==> run_1/registers.png <==
Other sequential cells in the stronger gray, the rest of the logic in the fainter gray.
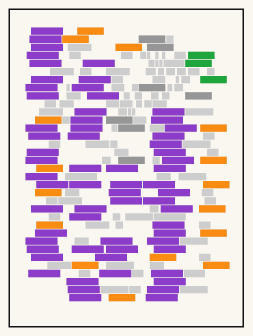
==> run_1/final_congestion.png <==
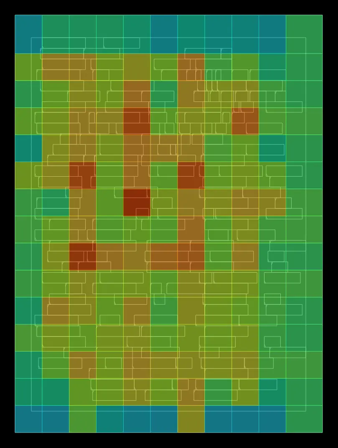
==> run_1/metal_stack.png <==
Two of the layers only.
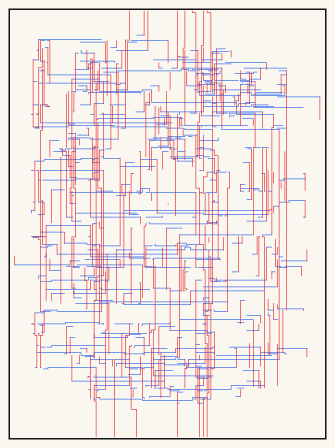
--- src/rtl/output_port_writer.sv ---
// output_port_writer: drives the 16-bit OUTPUT port from a small write FIFO.
// Each OUT write from the core is queued. It is then presented on OUTPUT for
// at least HOLD cycles, so an external observer sees every write as a
// separate event.
// Optional feature macro: OUTPUT_STROBE_EN adds the out_stb port. out_stb is
// a one-cycle pulse after every OUTPUT load.
//
// state  | meaning
// -------+------------------------------------------------------------
// S_IDLE | nothing on hold; pop the FIFO head as soon as one is queued
// S_HOLD | OUTPUT is being held; hold_q counts down the remaining cycles
module output_port_writer #(
  parameter int DATA_W = 16,
  parameter int DEPTH  = 4,
  parameter int HOLD   = 2
) (
  input  logic              ClK,
  input  logic              RESET,
  input  logic              wr_en,
  input  logic [DATA_W-1:0] wr_data,
  output logic              full,
  output logic              empty,
  output logic              busy,
  output logic              overflow,
`ifdef OUTPUT_STROBE_EN
  output logic              out_stb,
`endif
  output logic [DATA_W-1:0] OUTPUT
);

  localparam int PW = (DEPTH > 1) ? $clog2(DEPTH) : 1;
  localparam int CW = PW + 1;
  localparam int HW = (HOLD > 1) ? $clog2(HOLD) : 1;
  localparam logic [CW-1:0] DEPTH_C   = CW'(DEPTH);
  localparam logic [HW-1:0] HOLD_INIT = HW'(HOLD - 1);

  typedef enum logic {S_IDLE, S_HOLD} state_t;

  logic [DATA_W-1:0] mem_q [DEPTH];
  logic [PW-1:0]     wr_ptr_q, rd_ptr_q;
  logic [CW-1:0]     count_q, count_d;
  logic [HW-1:0]     hold_q;
  logic [DATA_W-1:0] out_q;
  logic              ovf_q;
  state_t            state_q;
  logic              pop, push, drop;

  // Pop whenever the hold window has expired and data is queued.
  // A push is allowed into a full FIFO only when a pop happens on the same edge.
  always_comb begin
    pop     = (count_q != '0) && ((state_q == S_IDLE) || (hold_q == '0));
    push    = wr_en && ((count_q < DEPTH_C) || pop);
    drop    = wr_en && !push;
    count_d = count_q;
    if (push && !pop)      count_d = count_q + CW'(1);
    else if (pop && !push) count_d = count_q - CW'(1);
  end

  // FIFO storage; entries are only read after being written, so no reset is needed.
  always_ff @(posedge ClK) begin
    if (push) mem_q[wr_ptr_q] <= wr_data;
  end

  // FIFO pointers, occupancy count and the sticky overflow flag.
  always_ff @(posedge ClK or negedge RESET) begin
    if (!RESET) begin
      wr_ptr_q <= '0;
      rd_ptr_q <= '0;
      count_q  <= '0;
      ovf_q    <= 1'b0;
    end else begin
      if (push) wr_ptr_q <= wr_ptr_q + PW'(1);
      if (pop)  rd_ptr_q <= rd_ptr_q + PW'(1);
      count_q <= count_d;
      if (drop) ovf_q <= 1'b1;
    end
  end

  // Output sequencer: load OUTPUT from the FIFO head and enforce the hold time.
  always_ff @(posedge ClK or negedge RESET) begin
    if (!RESET) begin
      state_q <= S_IDLE;
      hold_q  <= '0;
      out_q   <= '0;
    end else begin
      case (state_q)
        S_IDLE: begin
          if (count_q != '0) begin
            out_q   <= mem_q[rd_ptr_q];
            hold_q  <= HOLD_INIT;
            state_q <= S_HOLD;
          end
        end
        S_HOLD: begin
          if (hold_q != '0) begin
            hold_q <= hold_q - HW'(1);
          end else if (count_q != '0) begin
            out_q  <= mem_q[rd_ptr_q];
            hold_q <= HOLD_INIT;
          end else begin
            state_q <= S_IDLE;
          end
        end
        default: state_q <= S_IDLE;
      endcase
    end
  end

`ifdef OUTPUT_STROBE_EN
  logic stb_q;

  // One-cycle strobe after every load, so repeated identical values stay visible.
  always_ff @(posedge ClK or negedge RESET) begin
    if (!RESET) stb_q <= 1'b0;
    else        stb_q <= pop;
  end

  assign out_stb = stb_q;
`endif

  assign full     = (count_q == DEPTH_C);
  assign empty    = (count_q == '0);
  assign busy     = (state_q != S_IDLE) || (count_q != '0);
  assign overflow = ovf_q;
  assign OUTPUT   = out_q;

endmodule
--- config.mk ---
export PLATFORM = sky130hd
export DESIGN_NAME = output_port_writer
export DESIGN_NICKNAME = d
export VERILOG_FILES = /design/src/rtl/output_port_writer.sv
export SDC_FILE = /design/constraint.sdc
export NUM_CORES = 1
export LEC_CHECK = 0
export CAP_MARGIN = 15
export CORE_ASPECT_RATIO = 1.4
export CORE_MARGIN = 4
export CORE_UTILIZATION = 50
export CTS_CLUSTER_SIZE = 40
export DETAILED_ROUTE_END_ITERATION = 10
export DONT_BUFFER_PORTS = 1
export MAX_ROUTING_LAYER = met4
export SYNTH_ARGS = -nofsm -noshare
export SYNTH_HDL_FRONTEND = slang
export SYNTH_SLANG_ARGS = --single-unit
export TNS_END_PERCENT = 100
--- constraint.sdc ---
create_clock -name ClK -period 3 [get_ports ClK]
set_input_delay 0.6 -clock ClK [delete_from_list [all_inputs] [get_ports ClK]]
set_output_delay 0.6 -clock ClK [all_outputs]
set_load 0.01 [all_outputs]
==> results_dict.tcl, run 1 <==
# place-and-route summary
set metrics [dict create \
    wl_met1_um 2162 \
    synth-xor-area-share_pct 1.520 \
    dr_wl_met3_um 401 \
    antenna_found_initial 0 \
    simple_gate_area_share_pct 2.098 \
    ctsHtreeMaxLevel 3 \
    drive_gt1_share_pct 27.93 \
    final.clkbuf_count 10 \
    mux_share_pct 17.15 \
    cp-end-kind "register" \
    initCoreUtil_pct 51.95 \
    firstDrtPassIters 4 \
    cts.sinks 90 \
    crit_path_frequent_cell "xor2_1" \
    seqPwrFrac_pct 51.2 \
    gp_congestion 0.6997 \
    setup_violations 0 \
    area_growth_pct 10.31 \
    grt_pass1_vias 1581 \
    final_core_util_pct 57.31 \
    area_leaders "edfxtp_1 (56%), dfrtp_1 (19%), mux4_1 (6.1%), mux2_2 (5.9%), mux4_2 (5.2%)" \
    log.warning_count 29 \
    powerComb_mw 1.05 \
    ys_warn_count 0 \
    critPathSlowestCell "a31oi_1" \
    rr_startpoint "state_q" \
    largest_reg_flops 64 \
    status "completed" \
    p_per_area_nw_per_um2 1027 \
    fillCellCount 534 \
    use_met3_pct 7.458 \
    powerSeq_mw 2.00 \
    crit_family "adder cells" \
    die_area_um2 8330 \
    fin_tns_setup_ns 0 \
    lay_top_count "edfxtp_1" \
    die_w_um 78.29 \
    hold_viol 0 \
    regMostFlops "mem_q" \
    drt_iter0_markers 130 \
    hold_path.class "in -> async" \
    cp-endpoint "count_q[2]" \
    topCombFamilyByArea "multiplexers" \
    cts_setup_buffers 0 \
    n_tap_cell 92 \
    flop-count 90 \
    rr_worst_depth 7 \
    yosys_cells 161 \
    holdWs_ns 0.06360 \
    slew_headroom_pct 42.88 \
    critPathKind "reg -> reg" \
    routed-wl-met2_um 2776 \
    clk_pin_slew_ns 0.08 \
    synth_top_cell_by_area "edfxtp_1" \
    clock_skew_ns 0.005994 \
    netSwitchingFraction_pct 29.10 \
    route.detailed.drc 0 \
    comb_area_um2 824.5 \
    syn_avg_cell_area_um2 21.48 \
    cts_resized 0 \
    crit_arrival_ns 2.42 \
    maxCapViolations 0 \
    synth-seq-cells 90 \
    largest_class "sequential cells" \
    power_mw 3.916 \
    netlist_area_um2 3458 \
    synthCells 161 \
    top_cell_area_share_pct 55.57 \
    clkPwrFrac_pct 22.1 \
    cp_max_fo 7 \
    synth-edff-count 64 \
    p_clk_uw 865 \
    avgRoutedWirePerCell_um 20.00 \
    dp.cells 254 \
    portBuffers 0 \
    grt_pass1_wl_um 8673 \
    dpl_cell_area_um2 3576 \
    slowest_delay_ns 0.51 \
    cts_hold_buf 1 \
    synthArstFlopShare_pct 28.89 \
    clkLatencyLatePin_ns 0.35 \
    fin_nets 199 \
    critical_path.cell_chain "a31oi_1, ha_1, inv_1, fa_1, xor2_1, nor2_1, xor2_1" \
    rsz0062_at_grt "false" \
    dp_slack_ns 0.6974 \
    routed_wl_um 5419 \
    die_y_um 106.4 \
    mostFrequentLayoutCells "edfxtp_1 (64), dfrtp_1 (26), mux2_2 (18)" \
    use_met1_pct 16.94 \
    leakagePower_nw 1.353 \
    synth_cell_types 24 \
    fin_crit_sh_pct 71.50 \
    cp.depth 7 \
    max-vdd-ir-drop_mv 0.4886 \
    ys_seq_share_pct 74.38 \
    compound_area_share_pct 0.6874 \
    required_ns 3.27 \
    final-clk-cell-share_pct 5.740 \
    bufAreaShareNonClock_pct 1.705 \
    netlist_top_cells_count "edfxtp_1 (64), dfrtp_1 (26), mux2_2 (18)" \
    place_hpwl_um 3511 \
    design_area_um2 3815 \
    core_um2 6656 \
    syn-num-nets 186 \
    std_cell_rows 35 \
    flop_cell "edfxtp_1" \
    r2r_setup_slack_ns 0.85 \
    tightest_slew_ns 0.8568 \
    sh_seq_area_pct 67.43 \
    nNonClkInverters 5 \
    crit_buf_inv 1 \
    vias 1438 \
    cts_buffer_depth 2 \
    internal-power_mw 2.776 \
    instances_no_fill 271 \
    clockRootBuffer "clkbuf_8" \
    num_antenna_cells 0 \
    drtAntennaViolNets 0 \
    fin_ws_ns 0.8549 \
    via_per_inst 5.306 \
    switchingPower_mw 1.140 \
    fmaxAchievable_mhz 466.2 \
    register_area_um2 2572 \
    crit-reg2reg-capture "count_q[2]" \
    cts_buffers 9 \
]
About registers.png:
- OUTPUT: orange (sequential cells 16; where spread over the die)
- mem_q: purple (sequential cells 64)
- count_q: green (sequential cells 3)

About final_congestion.png:
Most Crowded Layer GR: met2
gr usage total: 15.13%
GR met2 Demand/Resource: 23.65%

About metal_stack.png:
- met1: blue (wire length 2160 um)
- met2: red (wire length 2780 um)

==> run 1 -> run 2 <==
==> constraint.sdc (replaced) <==
create_clock -name ClK -period 2.1 [get_ports ClK]
set_input_delay 0.42 -clock ClK [delete_from_list [all_inputs] [get_ports ClK]]
set_output_delay 0.42 -clock ClK [all_outputs]
set_load 0.01 [all_outputs]
==> results_dict.tcl, run 2 <==
# place-and-route summary
set metrics [dict create \
    tightest_slew_ns 0.3898 \
    fmaxAchievable_mhz 511.1 \
    largest_class "sequential cells" \
    fin_ws_ns 0.1433 \
    dpl_cell_area_um2 3671 \
    crit_family "simple AND/OR/NAND/NOR gates" \
    die_w_um 78.29 \
    cts_hold_buf 2 \
    synth-xor-area-share_pct 1.520 \
    grtUsageMet2_pct 25.43 \
    crit-reg2reg-capture "count_q[2]" \
    compound_area_share_pct 0.6874 \
    final_core_util_pct 58.82 \
    antenna_found_initial 0 \
    switchingPower_mw 1.628 \
    critPathSlowestCell "dfrtp_1" \
    internal-power_mw 4.118 \
    drv_slew 0 \
    mostFrequentLayoutCells "edfxtp_1 (64), dfrtp_1 (26), mux2_2 (18)" \
    drt_iter0_markers 87 \
    critPathLaunchType "register" \
    std_cell_rows 35 \
    drtAntennaViolNets 0 \
    slew_headroom_pct 73.96 \
    hold_viol 0 \
    dp_slack_ns 0.1325 \
    clockRootBuffer "clkbuf_8" \
    cts_buffer_depth 2 \
    bufAreaShareNonClock_pct 3.835 \
    topCombFamilyByArea "multiplexers" \
    p_clk_mw 1.23 \
    fin_tns_setup_ns 0 \
    via_per_inst 5.316 \
    rsz0062_at_grt "false" \
    design_area_um2 3915 \
    synthArstFlopShare_pct 28.89 \
    netlist_area_um2 3458 \
    setup_violations 0 \
    route.detailed.drc 0 \
    crit_arrival_ns 2.23 \
    area_growth_pct 13.21 \
    synth_cell_types 24 \
    yosys_cells 161 \
    clock_skew_ns 0.009792 \
    vias 1499 \
    flop-count 90 \
    cp-endpoint "count_q[2]" \
    ys_seq_share_pct 74.38 \
    critical_path.cell_chain "or3_4, nand2_4, ha_4, inv_1, fa_2, xor2_1, nor2_1, xor2_1" \
    grt_pass1_vias 1691 \
    max-vdd-ir-drop_mv 0.6919 \
    critPathKind "reg -> reg" \
    use_met1_pct 14.52 \
    routed_wl_um 5320 \
    instances_no_fill 282 \
    mux_share_pct 17.15 \
    wl_met1_um 1884 \
    place_hpwl_um 3753 \
    final-clk-cell-share_pct 5.465 \
    ctsHtreeMaxLevel 3 \
    rr_startpoint "count_q[1]" \
    flop_cell "edfxtp_1" \
    netSwitchingFraction_pct 28.33 \
    area_leaders "edfxtp_1 (56%), dfrtp_1 (19%), mux4_1 (6.1%), mux2_2 (5.9%), mux4_2 (5.2%)" \
    rr_worst_depth 8 \
    p_per_area_nw_per_um2 1468 \
    largest_reg_flops 64 \
    fin_crit_sh_pct 93.17 \
    die_area_um2 8330 \
    simple_gate_area_share_pct 2.098 \
    synthCells 161 \
    required_ns 2.38 \
    busiest_layer "met2" \
    nNonClkInverters 5 \
    leakagePower_nw 1.418 \
    regMostFlops "mem_q" \
    crit_buf_inv 1 \
    crit_path_frequent_cell "xor2_1" \
    cts_buffers 9 \
    status "completed" \
    maxCapViolations 0 \
    ys_warn_count 0 \
    dr_wl_met3_um 419 \
    comb_area_um2 844.6 \
    r2r_setup_slack_ns 0.14 \
    synth-seq-cells 90 \
    synth_top_cell_by_area "edfxtp_1" \
    grt_pass1_wl_um 8611 \
    sh_seq_area_pct 65.71 \
    die_y_um 106.4 \
    power_mw 5.746 \
    seqPwrFrac_pct 48.0 \
    powerSeq_mw 2.76 \
    firstDrtPassIters 4 \
    cp-end-kind "register" \
    clkLatencyLatePin_ns 0.35 \
    cp.depth 8 \
    core_um2 6656 \
    clkPwrFrac_pct 21.5 \
    netlist_top_cells_count "edfxtp_1 (64), dfrtp_1 (26), mux2_2 (18)" \
    register_area_um2 2572 \
    holdWs_ns 0.1623 \
    lay_top_count "edfxtp_1" \
    synth-edff-count 64 \
    clk_pin_slew_ns 0.08 \
    syn-num-nets 186 \
    log.warning_count 29 \
    gp_congestion 0.6976 \
    slowest_delay_ns 0.43 \
    top_cell_area_share_pct 55.57 \
    n_tap_cell 92 \
    num_antenna_cells 0 \
    cts_resized 0 \
    final.clkbuf_count 13 \
    syn_avg_cell_area_um2 21.48 \
    cts_setup_buffers 0 \
    initCoreUtil_pct 51.95 \
    portBuffers 0 \
    cts.sinks 90 \
    drive_gt1_share_pct 31.58 \
    powerComb_mw 1.76 \
    fin_nets 210 \
    hold_path.class "in -> reg" \
    dp.cells 264 \
]
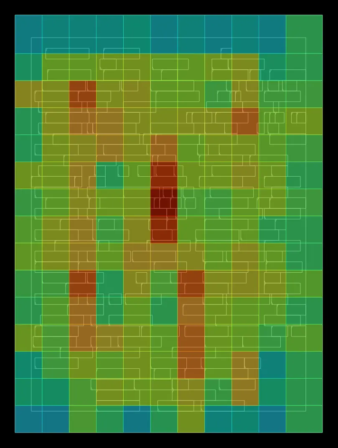
(run_2/final_congestion.png)
met3 Use GR: 6.525%
gr usage total: 14.87%
Avg WL per Cell: 18.87 um

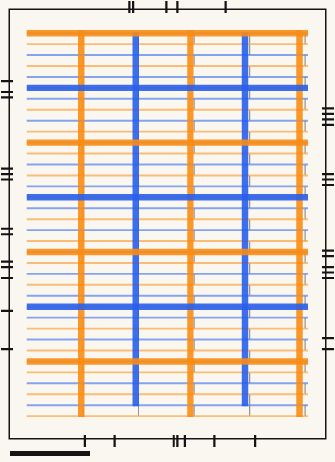
(run_2/pdn.png)
Bar = 20 um. Pins as bars on the die edge. Tap cells in gray.
- VSS: orange
- VDD: blue
- signal pins: 39
- tap cells: 92
- rows: 35
- met4 straps: 5

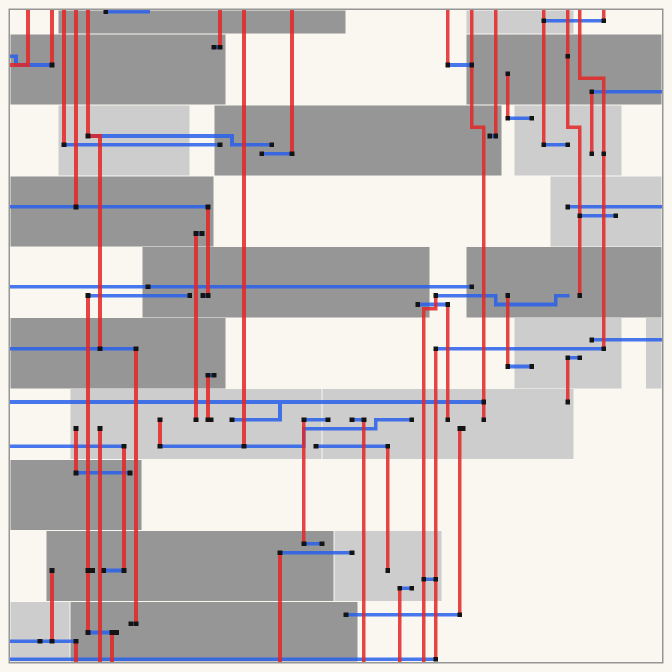
(run_2/zoom.png)
Region (46, 14) to (71, 39) um. Cells in gray, sequential cells in the stronger gray; small squares are vias.
- met2: red
- met1: blue
- netlist names of flops here include: mem_q (7), OUTPUT (2)
- cells with their middle in the window: 16
- most frequent: edfxtp_1 (7), mux2_2 (3)
- sequential cells in the window: 9

